==> config.mk <==
export PLATFORM = sky130hd
export DESIGN_NAME = exec_unit_flat
export DESIGN_NICKNAME = d
export VERILOG_FILES = /design/src/rtl/exec_unit_if.sv /design/src/rtl/exec_unit.sv /design/src/flat_wrapper.sv
export SDC_FILE = /design/constraint.sdc
export NUM_CORES = 1
export LEC_CHECK = 0
export CORE_MARGIN = 1.5
export CORE_UTILIZATION = 30
export CTS_BUF_LIST = sky130_fd_sc_hd__clkbuf_2
export DETAILED_ROUTE_END_ITERATION = 6
export GPL_TIMING_DRIVEN = 0
export PLACE_DENSITY = 0.59
export SLEW_MARGIN = 20
export SYNTH_ARGS = -nofsm -noshare
export SYNTH_HDL_FRONTEND = slang
export SYNTH_SLANG_ARGS = --single-unit
==> constraint.sdc <==
create_clock -name clka -period 2.7 [get_ports clka]
set_input_delay 0.675 -clock clka [delete_from_list [all_inputs] [get_ports clka]]
set_output_delay 0.675 -clock clka [all_outputs]
set_load 0.02 [all_outputs]
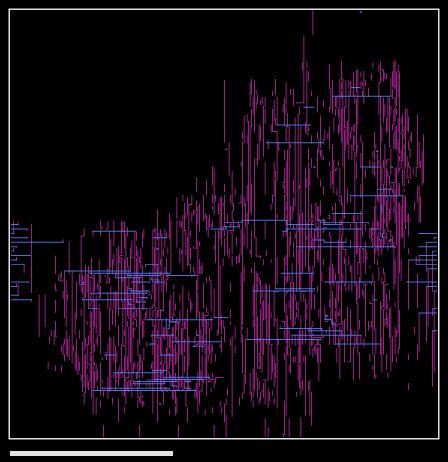
(run_1/layers.png)
Bar = 50 microns. Only two layers are drawn.
- blue: M3 (wire length 836 microns)
- magenta: M2 (wire length 6960 microns)
WL final: 15.85 mm
overall routing resource usage: 17.66%

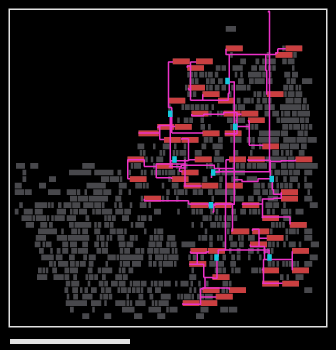
(run_1/clock_wires.png)
Bar = 50 microns.
- cyan: clock-net drivers (count 9)
- red: flip-flops (count 61)
- magenta: clock wires (length 907 microns)
- routed clock nets: 10
Late-Pin Clk Latency: 0.51 ns
Clock power frac: 21.9%
clk pwr: 0.442 mW

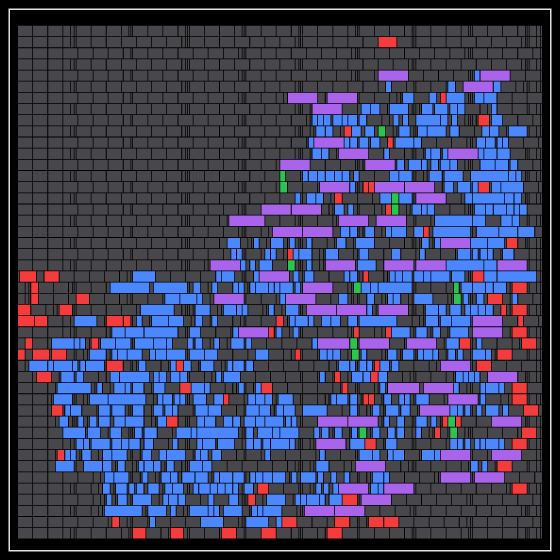
(run_1/class_map.png)
Fill, decap, tap and diode cells in grey.
- green: clock drivers and dummy loads (cells 14; share of their area 1.2%)
- purple: sequential cells (cells 61; share of their area 22%)
- red: remaining buffers and delay cells (cells 85; share of their area 11%)
- blue: remaining logic cells (cells 549; share of their area 67%)
post-route cell area: 5967 sq um
Final Core Density: 37.29%
flop share of the area: 20.57%

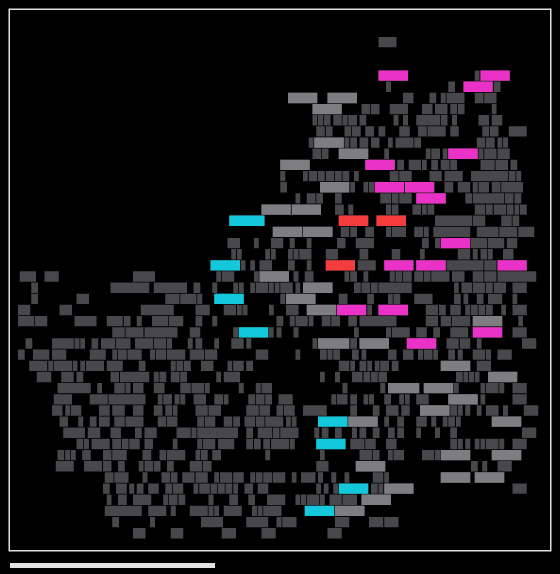
(run_1/ff_map.png)
Bar = 50 microns. Other sequential cells in the stronger grey, the rest of the logic in the fainter grey.
- magenta: `u_core.acc` (sequential cells 16)
- red: `u_core.step` (sequential cells 3)
- cyan: `u_core.mplr` (sequential cells 8)
- not coloured: 34
Flop area: 1227 sq um
Seq power: 0.959 mW

==> results.py, run 1 <==
# Auto-generated metrics
metrics = {
    "global_route": {
        "grt_antenna_before_repair": 1,
        "grt_overflow": 0,
        "grt_max_degree": 12,
    },
    "placement": {
        "port-buffer-count": 38,
        "globalplace.congestion": 0.9011,
        "dp_hpwl_mm": 11.81,
        "dp_cells": 910,
    },
    "worst_setup_path": {
        "path_common_cell": "inv_1",
        "cp-end-kind": "flop",
        "crit_chain": "dlygate4sd2_1, inv_1, ha_4, inv_1, or3_1, and4_1, or3b_2, nor3_2, a31o_1",
        "crit_path_start_kind": "primary input",
        "slowest_stage": "or3b_2",
        "crit_required_ns": 3.16,
        "path_class": "in -> reg",
        "cp_num_buf_inv": 3,
        "critical_path_depth": 9,
        "rrSetupSlack_ns": 0.02,
        "reg2reg_depth": 9,
    },
    "sta": {
        "rsz0062_at_grt": "yes",
        "finalHoldViolCount": 0,
        "final-setup-viol-count": 1,
        "fin_setup_tns_ns": -0.04529,
        "fmax_mhz": 364.3,
        "hold_slack_ns": 0.4586,
        "final.period_utilization_pct": 101.7,
        "maxSlewHeadroom_pct": 52.34,
        "fin_crit_ns": 2.745,
        "fin_ws_ns": -0.04529,
    },
    "synth": {
        "synth_area_sq_um": 4961,
        "top_cell_area_share_pct": 24.62,
        "async_flop_share_pct": 0,
        "avgSynthCellArea_sq_um": 7.563,
        "synth_cell_type_count": 72,
        "synth_cells": 656,
        "top_area_cell": "dfxtp_1",
        "topCellsByArea": "dfxtp_1, ha_1, nor2_1, a21oi_1, nand2_1",
        "ff_type": "dfxtp_1",
        "fp_nets": 727,
    },
    "clock_tree": {
        "cts_tree": "done",
        "ctsRootBufferMaster": "clkbuf_2",
        "clockBufferDepth": 2,
        "numCtsBuffers": 9,
        "cts.clk_slew.worst_paths_ns": 0.17,
        "clock_sinks": 61,
    },
    "layout": {
        "drive_gt1_share_pct": 13.68,
        "lay_top_count": "nor2_1",
        "final-comb-area_sq_um": 3686,
        "area_growth_pct": 20.28,
        "final_cell_mix": "nor2_1, nand2_1, dfxtp_1, a21oi_1, ha_1",
        "fillers": 1716,
    },
    "floorplan": {
        "fp.dieArea_sq_um": 17320,
        "core_sq_um": 16000,
    },
    "drt": {
        "firstDrtPassIters": 5,
        "via_count": 5104,
        "antenna_left": 0,
        "drc": 0,
        "drtIter0Drc": 462,
        "wl_per_cell_microns": 17.11,
    },
    "run_status": {
        "violations": "negative setup slack",
        "outcome": "finished with violations",
    },
    "min_path": {
        "hold_depth": 3,
        "hp-class": "in -> reg",
    },
    "flow_run": {
        "maxCapViolCount": 0,
    },
}
run 1: timing repair:
item	4_1_cts	5_1_grt
resized	43	55
hold endpoints to repair	0	0
endpoints found under the setup margin	12	21
buffers inserted	1	6
pin swaps	4	12
run 1: logic make-up after synthesis:
| logic type | count (synthesis) | share of synthesized area [%] |
|---|---|---|
| xor gates and xnor gates | 18 | 3.178 |
| buffers and inverters | 73 | 5.977 |
| adders and majority gates | 46 | 12.06 |
| muxes | 12 | 3.682 |
| DFF | 61 | 24.62 |
| AOI/OAI and AO/OA | 183 | 24.69 |
| and+or+nand+nor | 263 | 25.80 |
run 1: per-stage QoR:
| step | instance area [sq um] | setup slack, ns | power (mW) |
|---|---|---|---|
| after global placement | 5617 | -1.101 | 1.555 |
| after detailed placement | 5622 | -1.091 | 1.553 |
| after CTS | 5742 | -0.04005 | 1.993 |
| after floorplan | 4966 | -0.01344 | 1.338 |
| final | 5967 | -0.04529 | 2.016 |
| after global routing | 5967 | -0.09576 | 2.125 |
run 1: final cells by class:
cell class                 instances  area share [%]
clock inverter                     4          0.2936
sequential                        61           20.57
buffer                            40           3.250
multi-input combinational        522           61.77
tap                              216           4.529
timing repair buffer              45           6.983
antenna                            1         0.04194
clock buffer                      10          0.8388
inverter                          27           1.719
run 1: tightest hold or removal path, stage by stage:
cell	delay, ns
buf_2	0.15
nand2_1	0.07
a21oi_1	0.05
run 1: layer usage:
| metal | routed length, microns | GRT usage (%) |
|---|---|---|
| met5 | 0 | 0 |
| met4 | 356 | 5.864 |
| met3 | 836 | 2.276 |
| met2 | 6959 | 27.16 |
| met1 | 7694 | 25.32 |
run 1: power breakdown:
| group | switching (mW) | internal (mW) | total, mW | leakage [nW] |
|---|---|---|---|---|
| clock network | 0.336 | 0.106 | 0.442 | 0.0525 |
| logic | 0.368 | 0.247 | 0.615 | 1.86 |
| registers | 0.0233 | 0.936 | 0.959 | 0.498 |
| total | 0.727 | 1.29 | 2.02 | 2.41 |
run 1: synthesized netlist by cell type (5+ instances only):
cell type / count
a211oi_1: 10
a21o_1: 9
a21oi_1: 57
a22oi_1: 9
a311oi_1: 19
a31oi_1: 6
and2_1: 15
and3_1: 22
buf_2: 9
clkbuf_1: 34
dfxtp_1: 61
ha_1: 43
inv_1: 26
nand2_1: 72
nand3_1: 8
nor2_1: 81
nor2b_1: 8
nor3_1: 16
o21ai_0: 26
o22ai_1: 5
or2_2: 6
or3_1: 8
xnor2_1: 12
xor2_1: 6
==> run 2: changes to the inputs <==
--- a/config.mk
+++ b/config.mk
@@ -9,9 +9,11 @@
 export CORE_UTILIZATION = 30
 export CTS_BUF_LIST = sky130_fd_sc_hd__clkbuf_2
 export DETAILED_ROUTE_END_ITERATION = 6
-export GPL_TIMING_DRIVEN = 0
+export GPL_TIMING_DRIVEN = 1
 export PLACE_DENSITY = 0.59
+export SKIP_LAST_GASP = 1
 export SLEW_MARGIN = 20
 export SYNTH_ARGS = -nofsm -noshare
 export SYNTH_HDL_FRONTEND = slang
 export SYNTH_SLANG_ARGS = --single-unit
+export TNS_END_PERCENT = 100
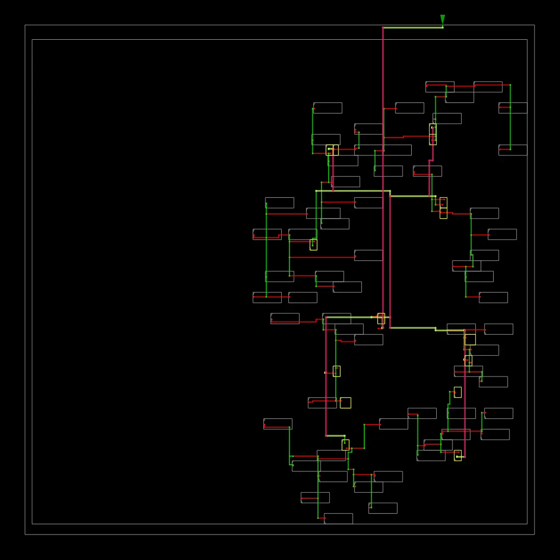
(run_2/clock_nets.png)
clk pwr: 0.463 mW
clock sinks: 61
TritonCTS Buffers: 9
sequential cells: 61
Late-Pin Clk Latency: 0.56 ns

==> run 2 against run 1 <==
- the flow now finishes without violations
- area after synthesis unchanged
- routed wire length down 0.86%
- non-clock buffer count up 64
- utilization up 3.7 points
- register-to-register slack better by 0.04 ns
- clock-buffer cell count unchanged
- worst setup slack better by 0.10 ns
- via count up 0.61%
- critical path depth up 1
- largest cell class unchanged
==> results.py, run 2 <==
# Auto-generated metrics
metrics = {
    "flow_run": {
        "maxCapViolCount": 0,
        "warnings": 47,
    },
    "global_route": {
        "grt_antenna_before_repair": 1,
        "grt_usage_pct": 17.87,
        "grt_max_degree": 62,
        "grt_overflow": 0,
    },
    "power": {
        "comb_power_share_pct": 33.6,
        "power_frac_clock_pct": 21.6,
        "leakage_nw": 2.830,
        "seqPwrFrac_pct": 44.8,
        "swShare_pct": 35.12,
        "switchingPower_mw": 0.7532,
        "p_int_mw": 1.391,
    },
    "synth": {
        "ys.flops": 61,
        "ys_sh_xor_pct": 3.178,
        "top_cell_area_share_pct": 24.62,
        "synth.area.mux_share_pct": 3.682,
        "synth_top_cell_by_count": "nor2_1",
        "ys_sh_simple_pct": 25.80,
        "synth_area_sq_um": 4961,
        "fa_ha_area_share_pct": 12.06,
        "synth_cells": 656,
        "fp_nets": 727,
        "top_area_cell": "dfxtp_1",
        "async_flop_share_pct": 0,
        "common_cells": "nor2_1, nand2_1, dfxtp_1",
        "edf_count": 0,
        "ys_top_logic_family": "simple AND/OR/NAND/NOR gates",
        "synth_cell_type_count": 72,
        "topCellsByArea": "dfxtp_1, ha_1, nor2_1, a21oi_1, nand2_1",
        "aoi_share_pct": 24.69,
        "avgSynthCellArea_sq_um": 7.563,
        "yosysWarnings": 0,
        "ff_type": "dfxtp_1",
    },
    "worst_setup_path": {
        "crit_required_ns": 3.14,
        "reg2reg_depth": 10,
        "path_class": "reg -> reg",
        "rrSetupSlack_ns": 0.06,
        "crit_path_start_kind": "flop",
        "cp_max_fo": 12,
        "cp-end-kind": "flop",
    },
    "placement": {
        "globalplace.congestion": 0.8935,
        "pre_cts_ws_ns": -0.7159,
        "dp_hpwl_mm": 11.71,
        "port-buffer-count": 40,
    },
    "drt": {
        "wl_per_cell_microns": 15.85,
        "vias_per_cell": 5.182,
        "drc": 0,
        "drtIter0Drc": 326,
        "drt-total-wl_mm": 15.71,
        "via_count": 5135,
        "firstDrtPassIters": 5,
        "antenna_left": 0,
    },
    "clock_tree": {
        "cts_max_level": 3,
        "ctsRootBufferMaster": "clkbuf_2",
        "cts.clk_slew.worst_paths_ns": 0.19,
        "clockBufferDepth": 2,
        "cts_tree": "done",
    },
    "sta": {
        "final-setup-viol-count": 0,
        "hold_slack_ns": 0.4693,
        "skew_ns": 0.03993,
        "fin_ws_ns": 0.05616,
        "rsz0062_at_grt": "yes",
        "drv_slew": 0,
        "maxSlewHeadroom_pct": 56.92,
        "finalHoldViolCount": 0,
        "fin_crit_ns": 2.644,
        "fmax_mhz": 378.2,
        "final.period_utilization_pct": 97.92,
        "worstMarginPinSlew_ns": 0.6462,
        "fin_setup_tns_ns": 0,
    },
    "min_path": {
        "hold_depth": 2,
        "hp-class": "reg -> reg",
    },
    "layout": {
        "final_cell_mix": "buf_4, nor2_1, nand2_1, dfxtp_1, a21oi_1",
        "fin_nets": 841,
        "post-route-util_pct": 40.94,
        "lay_top_count": "buf_4",
        "area_growth_pct": 32.06,
        "drive_gt1_share_pct": 22.61,
    },
    "run_status": {
        "outcome": "completed",
    },
    "floorplan": {
        "ioPinCount": 41,
        "die_h_microns": 131.6,
        "fp_util_pct": 31.01,
        "fp.dieArea_sq_um": 17320,
    },
}
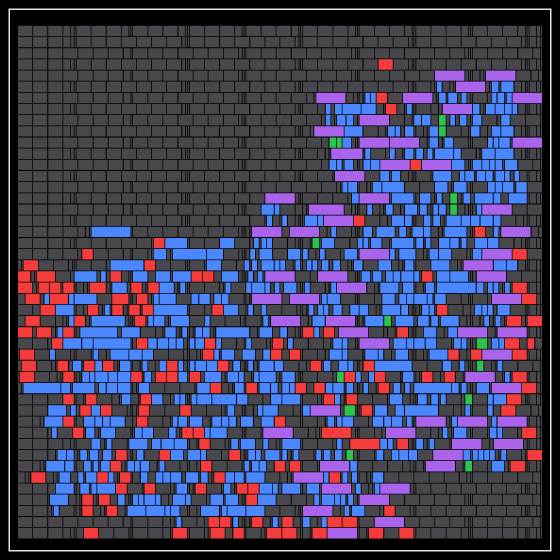
(run_2/class_map.png)
Fill, decap, tap and diode cells in grey.
core area: 16000 sq um
post-route cell area: 6551 sq um

## run 2: cell counts after synthesis
Identical to the previous run, type by type.
## run 2: repair_timing
| action | CTS | global route |
|---|---|---|
| gates resized | 7 | 36 |
| setup buffers | 0 | 2 |
| pin swaps | 3 | 8 |
| gates cloned | 0 | 0 |
| setup endpoints to repair | 4 | 10 |
## run 2: cell type report
cell class,count,area (sq um)
repair buffers,149,1250
multi-input cells,522,3622
inverters,27,101.3
well taps,216,270.3
clock buffers,10,50.05
clock inverters,5,28.78
flip-flops and latches,61,1226
diodes,1,2.502
fillers,1728,9449
## run 2: power by group through the flow
| stage | Combinational [mW] | Sequential, mW | Clock [mW] |
|---|---|---|---|
| floorplan | 0.345 | 0.993 | 0 |
| global placement | 0.688 | 0.978 | 0 |
| detailed placement | 0.689 | 0.979 | 0 |
| CTS | 0.695 | 0.960 | 0.474 |
| global route | 0.781 | 0.966 | 0.516 |
| finish | 0.721 | 0.960 | 0.463 |
## run 2: per-layer routing
metal | up-vias | global-route usage [%] | part of all wire [%]
met2 | 104 | 29.71 | 47
met5 | - | 0 | 0
met3 | 21 | 1.543 | 2.9
met4 | 0 | 5.556 | 1.7
met1 | 2414 | 24.43 | 49
li1 | 2596 | - | -
## run 2: cell families (layout without fill, tap and decap cells)
| family | count (synthesis) | count (layout) |
|---|---|---|
| and+or+nand+nor | 263 | 263 |
| AOI/OAI and AO/OA | 183 | 183 |
| buffers and inverters | 73 | 191 |
| DFF | 61 | 61 |
| adders and majority gates | 46 | 46 |
| xor gates and xnor gates | 18 | 18 |
| muxes | 12 | 12 |
| other | 0 | 1 |
## run 2: through the flow
step	instances	area (sq um)	total power, mW
after CTS	988	6369	2.129
after detailed placement	973	6267	1.668
after global routing	991	6551	2.263
after floorplan	656	4966	1.338
after global placement	973	6267	1.666
final	991	6551	2.145
## run 2: worst max-delay path: stages (launching register included)
cell and delay (ns):
dfxtp_4 0.40, buf_4 0.17, and2_1 0.16, ha_1 0.24, a2111oi_0 0.40, o21ai_0 0.25, a31oi_2 0.31, o21ai_0 0.17
xnor2_1 0.17, nor2_1 0.15, a31oi_1 0.09
No activity file was given, so power comes from the tool's default toggle rates.
